--- config.mk ---
export PLATFORM = sky130hd
export DESIGN_NAME = seg_scan_scheduler_flat
export DESIGN_NICKNAME = d
export VERILOG_FILES = /design/src/rtl/seg_scan_scheduler_pkg.sv /design/src/rtl/seg_scan_scheduler_if.sv /design/src/rtl/seg_scan_scheduler_decoder.sv /design/src/rtl/seg_scan_scheduler.sv /design/src/flat_wrapper.sv
export SDC_FILE = /design/constraint.sdc
export NUM_CORES = 1
export LEC_CHECK = 0
export CORE_MARGIN = 4
export CORE_UTILIZATION = 35
export DETAILED_ROUTE_END_ITERATION = 16
export PLACE_DENSITY = 0.59
export SYNTH_ARGS = -nofsm -noshare
export SYNTH_HDL_FRONTEND = slang
export SYNTH_SLANG_ARGS = --single-unit
--- constraint.sdc ---
create_clock -name clk_100MHz -period 3.9 [get_ports clk_100MHz]
set_input_delay 0.78 -clock clk_100MHz [delete_from_list [all_inputs] [get_ports clk_100MHz]]
set_output_delay 0.78 -clock clk_100MHz [all_outputs]
set_load 0.02 [all_outputs]
--- src/rtl/seg_scan_scheduler_pkg.sv ---
`default_nettype none
// +--------------------------------------------------------------------------+
// | Module  : seg_scan_scheduler_pkg                                         |
// | Purpose : Shared constants for the seven-segment scan path: digit code   |
// |           values, active-low segment patterns, anode-off value, scan     |
// |           FSM state encoding and the hex-to-segment lookup.              |
// | Ports   : none (package)                                                 |
// | Revision: 1.0 - initial release                                          |
// +--------------------------------------------------------------------------+
package seg_scan_scheduler_pkg;

  localparam logic [4:0] SEG_DASH  = 5'd16;
  localparam logic [4:0] SEG_BLANK = 5'd31;

  // Segment patterns are {g,f,e,d,c,b,a}, active-low.
  localparam logic [6:0] CA_DASH  = 7'b0111111;
  localparam logic [6:0] CA_BLANK = 7'h7F;
  localparam logic [7:0] AN_OFF   = 8'hFF;

  typedef enum logic [1:0] {
    ST_IDLE  = 2'd0,
    ST_BLANK = 2'd1,
    ST_DRIVE = 2'd2
  } scan_state_e;

  function automatic logic [6:0] hex_to_ca(input logic [3:0] nib);
    logic [6:0] ca;
    case (nib)
      4'h0: ca = 7'b1000000;
      4'h1: ca = 7'b1111001;
      4'h2: ca = 7'b0100100;
      4'h3: ca = 7'b0110000;
      4'h4: ca = 7'b0011001;
      4'h5: ca = 7'b0010010;
      4'h6: ca = 7'b0000010;
      4'h7: ca = 7'b1111000;
      4'h8: ca = 7'b0000000;
      4'h9: ca = 7'b0010000;
      4'hA: ca = 7'b0001000;
      4'hB: ca = 7'b0000011;
      4'hC: ca = 7'b1000110;
      4'hD: ca = 7'b0100001;
      4'hE: ca = 7'b0000110;
      default: ca = 7'b0001110;
    endcase
    return ca;
  endfunction

endpackage
`default_nettype wire

--- src/rtl/seg_scan_scheduler_if.sv ---
`default_nettype none
// +--------------------------------------------------------------------------+
// | Module  : seg_scan_scheduler_if                                          |
// | Purpose : Frame transfer bus into the scan scheduler (valid/ready).      |
// | Ports   : frame_valid  producer -> scheduler, frame data valid           |
// |           frame_ready  scheduler -> producer, shadow buffer empty        |
// |           frame_digits 8 x 5-bit digit codes, digit 0 in [4:0]           |
// |           frame_dp     per-digit decimal point, 1 = lit                  |
// | Revision: 1.0 - initial release                                          |
// +--------------------------------------------------------------------------+
interface seg_scan_scheduler_if;
  logic        frame_valid;
  logic        frame_ready;
  logic [39:0] frame_digits;
  logic [7:0]  frame_dp;

  modport master (output frame_valid, frame_digits, frame_dp, input frame_ready);
  modport slave  (input frame_valid, frame_digits, frame_dp, output frame_ready);
endinterface
`default_nettype wire

--- src/rtl/seg_scan_scheduler_decoder.sv ---
`default_nettype none
// +--------------------------------------------------------------------------+
// | Module  : seg_decoder                                                    |
// | Purpose : Combinational 5-bit digit code to active-low segment pattern.  |
// |           0-15 hex, 16 dash, 17-31 blank.                                |
// | Ports   : code_i [4:0] digit code                                        |
// |           ca_o   [6:0] segments {g..a}, active-low                       |
// | Revision: 1.0 - initial release                                          |
// +--------------------------------------------------------------------------+
module seg_decoder
  import seg_scan_scheduler_pkg::*;
(
  input  wire logic [4:0] code_i,
  output logic      [6:0] ca_o
);

  always_comb begin
    ca_o = CA_BLANK;
    if (!code_i[4])             ca_o = hex_to_ca(code_i[3:0]);
    else if (code_i == SEG_DASH) ca_o = CA_DASH;
  end

endmodule
`default_nettype wire

--- src/rtl/seg_scan_scheduler.sv ---
`default_nettype none
// +--------------------------------------------------------------------------+
// | Module  : seg_scan_scheduler                                             |
// | Purpose : Time-multiplexed scan of an 8-digit common-anode display with  |
// |           double-buffered, tear-free frame updates and a per-slot blank  |
// |           guard against ghosting.                                        |
// | Ports   : clk_100MHz  system clock                                       |
// |           reset       asynchronous, active-high                          |
// |           enable      scan enable, 0 = dark and held at digit 0          |
// |           brightness  PWM dim level, 15 = full                           |
// |           frame_bus   frame valid/ready bus (slave side)                 |
// |           frame_swap  1-clk pulse when shadow frame becomes active       |
// |           AN/CA/dp    registered, active-low display pins                |
// | Config  : SEG_PWM_DIM_EN - when defined, anode on-time in DRIVE is       |
// |           limited by brightness; otherwise brightness is ignored.        |
// | Revision: 1.0 - initial release                                          |
// +--------------------------------------------------------------------------+
module seg_scan_scheduler
  import seg_scan_scheduler_pkg::*;
#(
  parameter int TICK_DIV     = 32768,
  parameter int BLANK_CYCLES = 64
)(
  input  wire logic             clk_100MHz,
  input  wire logic             reset,
  input  wire logic             enable,
  input  wire logic [3:0]       brightness,
  seg_scan_scheduler_if.slave   frame_bus,
  output logic                  frame_swap,
  output logic      [7:0]       AN,
  output logic      [6:0]       CA,
  output logic                  dp
);

  localparam int                CNT_W     = $clog2(TICK_DIV);
  localparam logic [CNT_W-1:0]  CNT_LAST  = CNT_W'(TICK_DIV - 1);
  localparam logic [CNT_W-1:0]  BLANK_END = CNT_W'(BLANK_CYCLES);
  localparam scan_state_e       SLOT_FIRST = (BLANK_CYCLES == 0) ? ST_DRIVE : ST_BLANK;

  scan_state_e       state_q, state_d;
  logic [CNT_W-1:0]  slot_cnt_q, slot_cnt_d;
  logic [2:0]        idx_q, idx_d;
  logic [39:0]       active_digits_q, shadow_digits_q;
  logic [7:0]        active_dp_q, shadow_dp_q;
  logic              shadow_full_q;
  logic              frame_swap_q;
  logic [7:0]        an_q, an_d;
  logic [6:0]        ca_q, ca_d;
  logic              dp_q, dp_d;

  logic [CNT_W-1:0]  slot_inc;
  logic [5:0]        bit_base;
  logic [6:0]        dec_ca;
  logic              frame_boundary;
  logic              do_swap;
  logic              do_capture;
  logic              lit;

  assign slot_inc = slot_cnt_q + 1'b1;
  assign bit_base = {idx_q, 2'b00} + {3'b000, idx_q};   // idx * 5

  seg_decoder u_decoder (
    .code_i (active_digits_q[bit_base +: 5]),
    .ca_o   (dec_ca)
  );

  // Last clock of digit 7's drive window; the shadow flag is registered so a
  // frame captured on this very cycle waits for the following boundary.
  assign frame_boundary = (state_q == ST_DRIVE) && (slot_cnt_q == CNT_LAST) && (idx_q == 3'd7);
  assign do_swap        = shadow_full_q && ((state_q == ST_IDLE) || frame_boundary);
  assign do_capture     = frame_bus.frame_valid && !shadow_full_q;

  assign frame_bus.frame_ready = ~shadow_full_q;
  assign frame_swap            = frame_swap_q;
  assign AN                    = an_q;
  assign CA                    = ca_q;
  assign dp                    = dp_q;

`ifdef SEG_PWM_DIM_EN
  assign lit = (slot_cnt_q[CNT_W-1 -: 4] <= brightness);
`else
  logic w_unused_brightness;
  assign w_unused_brightness = &{1'b0, brightness};
  assign lit = 1'b1;
`endif

  always_comb begin
    state_d    = state_q;
    slot_cnt_d = slot_cnt_q;
    idx_d      = idx_q;
    if (!enable) begin
      state_d    = ST_IDLE;
      slot_cnt_d = '0;
      idx_d      = 3'd0;
    end else begin
      case (state_q)
        ST_IDLE: begin
          state_d    = SLOT_FIRST;
          slot_cnt_d = '0;
          idx_d      = 3'd0;
        end
        ST_BLANK: begin
          slot_cnt_d = slot_inc;
          if (slot_inc == BLANK_END) state_d = ST_DRIVE;
        end
        ST_DRIVE: begin
          if (slot_cnt_q == CNT_LAST) begin
            slot_cnt_d = '0;
            idx_d      = idx_q + 3'd1;
            state_d    = SLOT_FIRST;
          end else begin
            slot_cnt_d = slot_inc;
          end
        end
        default: begin
          state_d    = ST_IDLE;
          slot_cnt_d = '0;
          idx_d      = 3'd0;
        end
      endcase
    end
  end

  // Pin values are computed from the current state and registered, giving a
  // fixed one-clock latency and glitch-free outputs.
  always_comb begin
    an_d = AN_OFF;
    ca_d = CA_BLANK;
    dp_d = 1'b1;
    if (state_q == ST_DRIVE) begin
      ca_d = dec_ca;
      dp_d = ~active_dp_q[idx_q];
      if (lit) an_d = ~(8'b1 << idx_q);
    end
  end

  always_ff @(posedge clk_100MHz or posedge reset) begin
    if (reset) begin
      state_q         <= ST_IDLE;
      slot_cnt_q      <= '0;
      idx_q           <= 3'd0;
      active_digits_q <= {8{SEG_BLANK}};
      active_dp_q     <= 8'h00;
      shadow_digits_q <= '0;
      shadow_dp_q     <= 8'h00;
      shadow_full_q   <= 1'b0;
      frame_swap_q    <= 1'b0;
      an_q            <= AN_OFF;
      ca_q            <= CA_BLANK;
      dp_q            <= 1'b1;
    end else begin
      state_q      <= state_d;
      slot_cnt_q   <= slot_cnt_d;
      idx_q        <= idx_d;
      frame_swap_q <= do_swap;
      an_q         <= an_d;
      ca_q         <= ca_d;
      dp_q         <= dp_d;
      // Swap and capture are exclusive: capture needs an empty shadow,
      // swap needs a full one.
      if (do_swap) begin
        active_digits_q <= shadow_digits_q;
        active_dp_q     <= shadow_dp_q;
        shadow_full_q   <= 1'b0;
      end else if (do_capture) begin
        shadow_digits_q <= frame_bus.frame_digits;
        shadow_dp_q     <= frame_bus.frame_dp;
        shadow_full_q   <= 1'b1;
      end
    end
  end

endmodule
`default_nettype wire
--- src/flat_wrapper.sv ---
// flat-port wrapper written by rule: the top's interface ports become plain ports
module seg_scan_scheduler_flat import seg_scan_scheduler_pkg::*;
#(
  parameter int TICK_DIV     = 32768,
  parameter int BLANK_CYCLES = 64
)
  (clk_100MHz, reset, enable, brightness, frame_swap, AN, CA, dp, frame_bus_frame_valid, frame_bus_frame_digits, frame_bus_frame_dp, frame_bus_frame_ready);
  seg_scan_scheduler_if frame_bus_i ();
  input  wire logic clk_100MHz;
  input  wire logic reset;
  input  wire logic enable;
  input  wire logic [3:0] brightness;
  output logic frame_swap;
  output logic      [7:0] AN;
  output logic      [6:0] CA;
  output logic dp;
  input wire logic [$bits(frame_bus_i.frame_valid)-1:0] frame_bus_frame_valid;
  input wire logic [$bits(frame_bus_i.frame_digits)-1:0] frame_bus_frame_digits;
  input wire logic [$bits(frame_bus_i.frame_dp)-1:0] frame_bus_frame_dp;
  output wire logic [$bits(frame_bus_i.frame_ready)-1:0] frame_bus_frame_ready;
  assign frame_bus_i.frame_valid = frame_bus_frame_valid;
  assign frame_bus_i.frame_digits = frame_bus_frame_digits;
  assign frame_bus_i.frame_dp = frame_bus_frame_dp;
  assign frame_bus_frame_ready = frame_bus_i.frame_ready;
  seg_scan_scheduler #(.TICK_DIV(TICK_DIV), .BLANK_CYCLES(BLANK_CYCLES)) u_core (.clk_100MHz(clk_100MHz), .reset(reset), .enable(enable), .brightness(brightness), .frame_bus(frame_bus_i), .frame_swap(frame_swap), .AN(AN), .CA(CA), .dp(dp));
endmodule
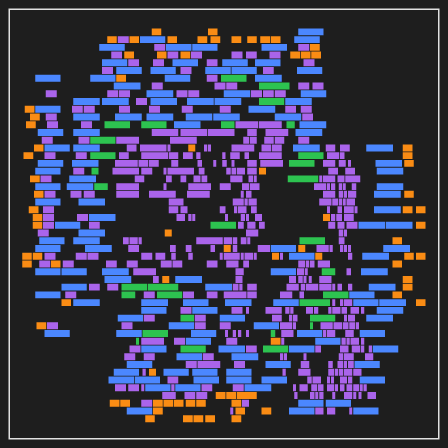
Figure 1: run 1, cells coloured by class.
blue -> flip-flops  # cells 134
orange -> other buffers and delay cells  # cells 80
purple -> all other logic  # cells 391
green -> clock drivers and dummy loads  # cells 31

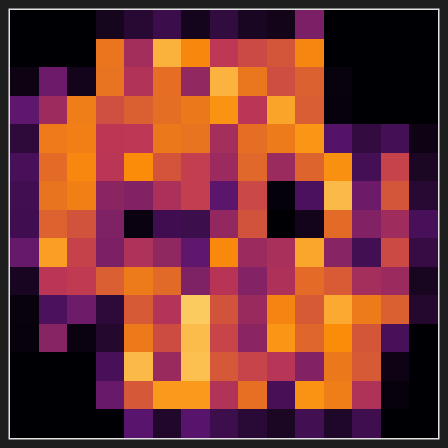
Figure 2: run 1, local utilization.
15 x 15 tiles, from black (low) to pale yellow (high), 0 to 100% covered.
emptiest ninth of the die = upper right
fullest tile = 89%
nearly empty tiles = 18%
tiles over 75% full = 8.4%
mean over tiles = 37%

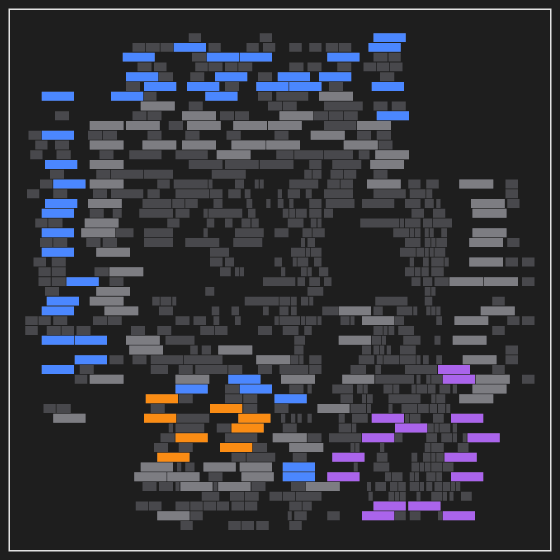
Figure 3: run 1, sequential cells coloured by netlist name.
Other sequential cells in the stronger grey, the rest of the logic in the fainter grey.
purple -> u_core.slot_cnt_q  # placed flops 15, where lower right
blue -> u_core.shadow_digits_q  # placed flops 40
orange -> u_core.active_dp_q  # placed flops 8
not coloured = 71

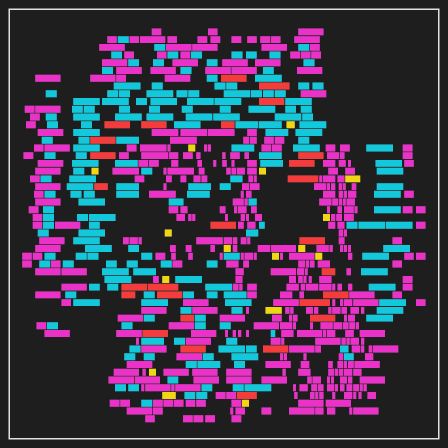
Figure 4: run 1, cells by drive strength.
yellow -> drive 3 to 4  # cells 16, share 2.5%
cyan -> drive 2  # cells 185, share 29%
magenta -> drive 1 or less  # cells 408, share 64%
red -> drive 6 and up  # cells 27, share 4.2%

==> flow_summary.ini, run 1 <==
; physical design summary
[run_status]
outcome = finished, final reports clean

[layout]
finalInstanceArea_um2 = 8740
num-fill-cells = 1721
signal_buffer_area_fraction = 0.0899

[worst_setup_path]
path_depth = 12
crit_path_max_fanout = 6
cp.arrival_ns = 3.89
crit_top_cell = ha_1

[die]
die_height_um = 150

[final_timing]
drv_slew = 0
finalHoldViolCount = 0
setup_viol = 0
holdWs_ns = 0.468
min_period_over_period = 0.916

[place]
place_area_um2 = 8090

[global_routing]
grtUsageMet3 = 0.0295
grt_pass1_wl_um = 25200

[clock_network]
cts_tree = done
post_cts_buffers = 0
clkTransAtPathRegs_ns = 0.06

[synth]
syn-num-nets = 630
synth-edff-count = 0
## run 1: stage by stage
| stage | power (W) | worst slack, ns |
|---|---|---|
| 2_1_floorplan | 0.00429 | 0.666 |
| 3_3_place_gp | 0.00487 | 0.440 |
| 3_5_place_dp | 0.00497 | 0.371 |
| 4_1_cts | 0.00673 | 0.357 |
| 5_1_grt | 0.00704 | 0.106 |
| 6_report | 0.00665 | 0.328 |
## run 1: power by group through the flow
stage               clock [W]  sequential, W  combinational [W]
floorplan                   0        0.00242            0.00187
global placement            0        0.00259            0.00228
detailed placement          0        0.00261            0.00235
CTS                   0.00177        0.00259            0.00237
global route          0.00183        0.00266            0.00256
finish                0.00173        0.00258            0.00235
## Run 2: what changed since run 1
--- a/config.mk
+++ b/config.mk
@@ -8,6 +8,7 @@
 export CORE_MARGIN = 4
 export CORE_UTILIZATION = 35
 export DETAILED_ROUTE_END_ITERATION = 16
+export GPL_TIMING_DRIVEN = 0
 export PLACE_DENSITY = 0.59
 export SYNTH_ARGS = -nofsm -noshare
 export SYNTH_HDL_FRONTEND = slang
==> constraint.sdc (replaced) <==
create_clock -name clk_100MHz -period 3.9 [get_ports clk_100MHz]
set_input_delay 0.975 -clock clk_100MHz [delete_from_list [all_inputs] [get_ports clk_100MHz]]
set_output_delay 0.975 -clock clk_100MHz [all_outputs]
set_load 0.02 [all_outputs]
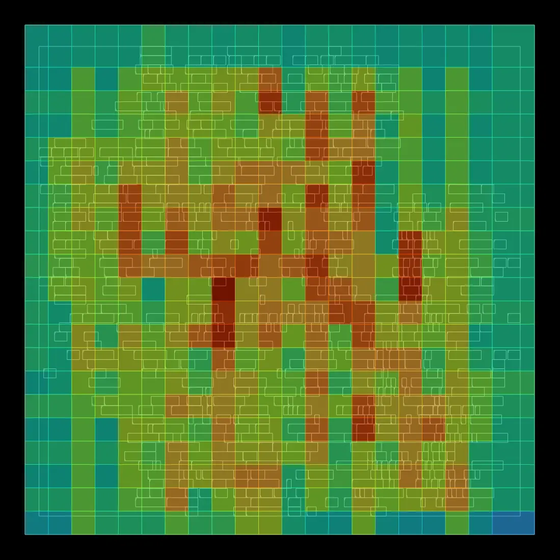
Figure 5: run 2, routing congestion map.
busiest grt layer: met2
GRT Util Overall: 0.160

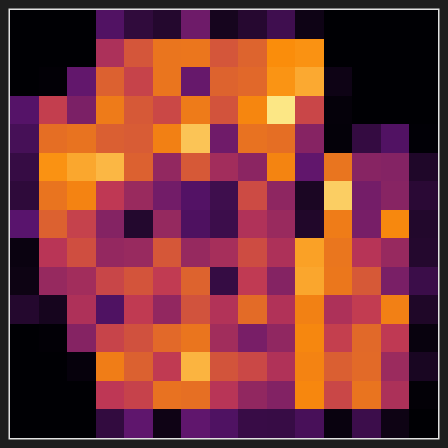
Figure 6: run 2, local utilization.
15 x 15 tiles, from black (low) to pale yellow (high), 0 to 100% covered.
fullest tile = 95%
mean over tiles = 38%
emptiest ninth of the die = upper right
tiles over 75% full = 5.8%
densest ninth of the die = top centre
nearly empty tiles = 17%

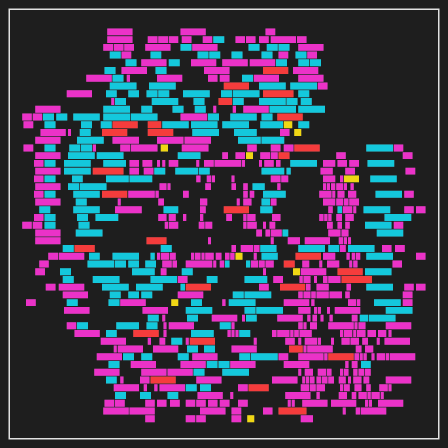
Figure 7: run 2, cells by drive strength.
red -> drive 6 and up  # cells 29, share 4.4%
magenta -> drive 1 or less  # cells 427, share 65%
yellow -> drive 3 to 4  # cells 9, share 1.4%
cyan -> drive 2  # cells 192, share 29%

==> flow_summary.ini, run 2 <==
; physical design summary
[final_timing]
min_period_over_period = 0.953
holdWs_ns = 0.475
setup_viol = 0
worst_slack_ns = 0.184
drv_slew = 0
finalHoldViolCount = 0
fmax_mhz = 269

[worst_setup_path]
reg2regPathDepth = 12
crit_path_max_fanout = 6
path_depth = 12
crit_path_top_delay_cell = dfrtp_2
crit_top_cell = ha_1
crit_family = adder cells
cp.arrival_ns = 4.03

[pwr]
p_seq_w = 0.00258
maxPowerGroup = sequential cells
report.power.total_w = 0.00663
pg_comb_w = 0.00242
p_clk_w = 0.00164
combPwrFrac = 0.364
p_switching_w = 0.00209
p_int_w = 0.00454

[synth]
async_flop_share = 1.00
synth-edff-count = 0
syn-cell-area_um2 = 7110
syn-num-nets = 630
ys.flop_type = dfrtp_1

[place]
place_area_um2 = 8200
dp_cells = 892
pre_cts_ws_ns = -0.0807

[die]
die_height_um = 150
coreArea_um2 = 19700

[global_routing]
overflow = 0
grt_pass1_wl_um = 28000
grtUsageMet3 = 0.0346

[job]
cap_violations = 0
warnings = 42

[clock_network]
clockBufferDepth = 2
htree_levels = 4
clkTransAtPathRegs_ns = 0.06
post_cts_buffers = 0

[detailed_routing]
final_antenna_net_count = 0
routed_wirelength_um = 16900

[layout]
finalInstanceArea_um2 = 8820
num-fill-cells = 1777

[worst_hold_path]
hold_class = reg2reg

[run_status]
outcome = finished, final reports clean
-- run 2: cell count changes in the layout (fill, tap and decap cells not counted), sizes merged --
cell	change
clkbuf	+13
clkinvlp	+2
buf	+8
bufinv	-1
clkinv	-1
-- run 2: final cells by class --
| type | count | share of cell area |
|---|---|---|
| Inverter | 19 | 0.00851 |
| Sequential cell | 134 | 0.388 |
| Timing Repair Buffer | 72 | 0.0860 |
| Tap cell | 265 | 0.0376 |
| Multi-Input combinational cell | 372 | 0.393 |
| Clock inverter | 7 | 0.0138 |
| Buffer | 28 | 0.0176 |
| Clock buffer | 25 | 0.0551 |
-- run 2: routing by layer --
layer / up-vias / share of wire
met5: - / 0
met4: 0 / 0.019
met3: 23 / 0.046
met2: 105 / 0.50
met1: 2460 / 0.43
li1: 2220 / -
Power is estimated from default activity; no workload was simulated.
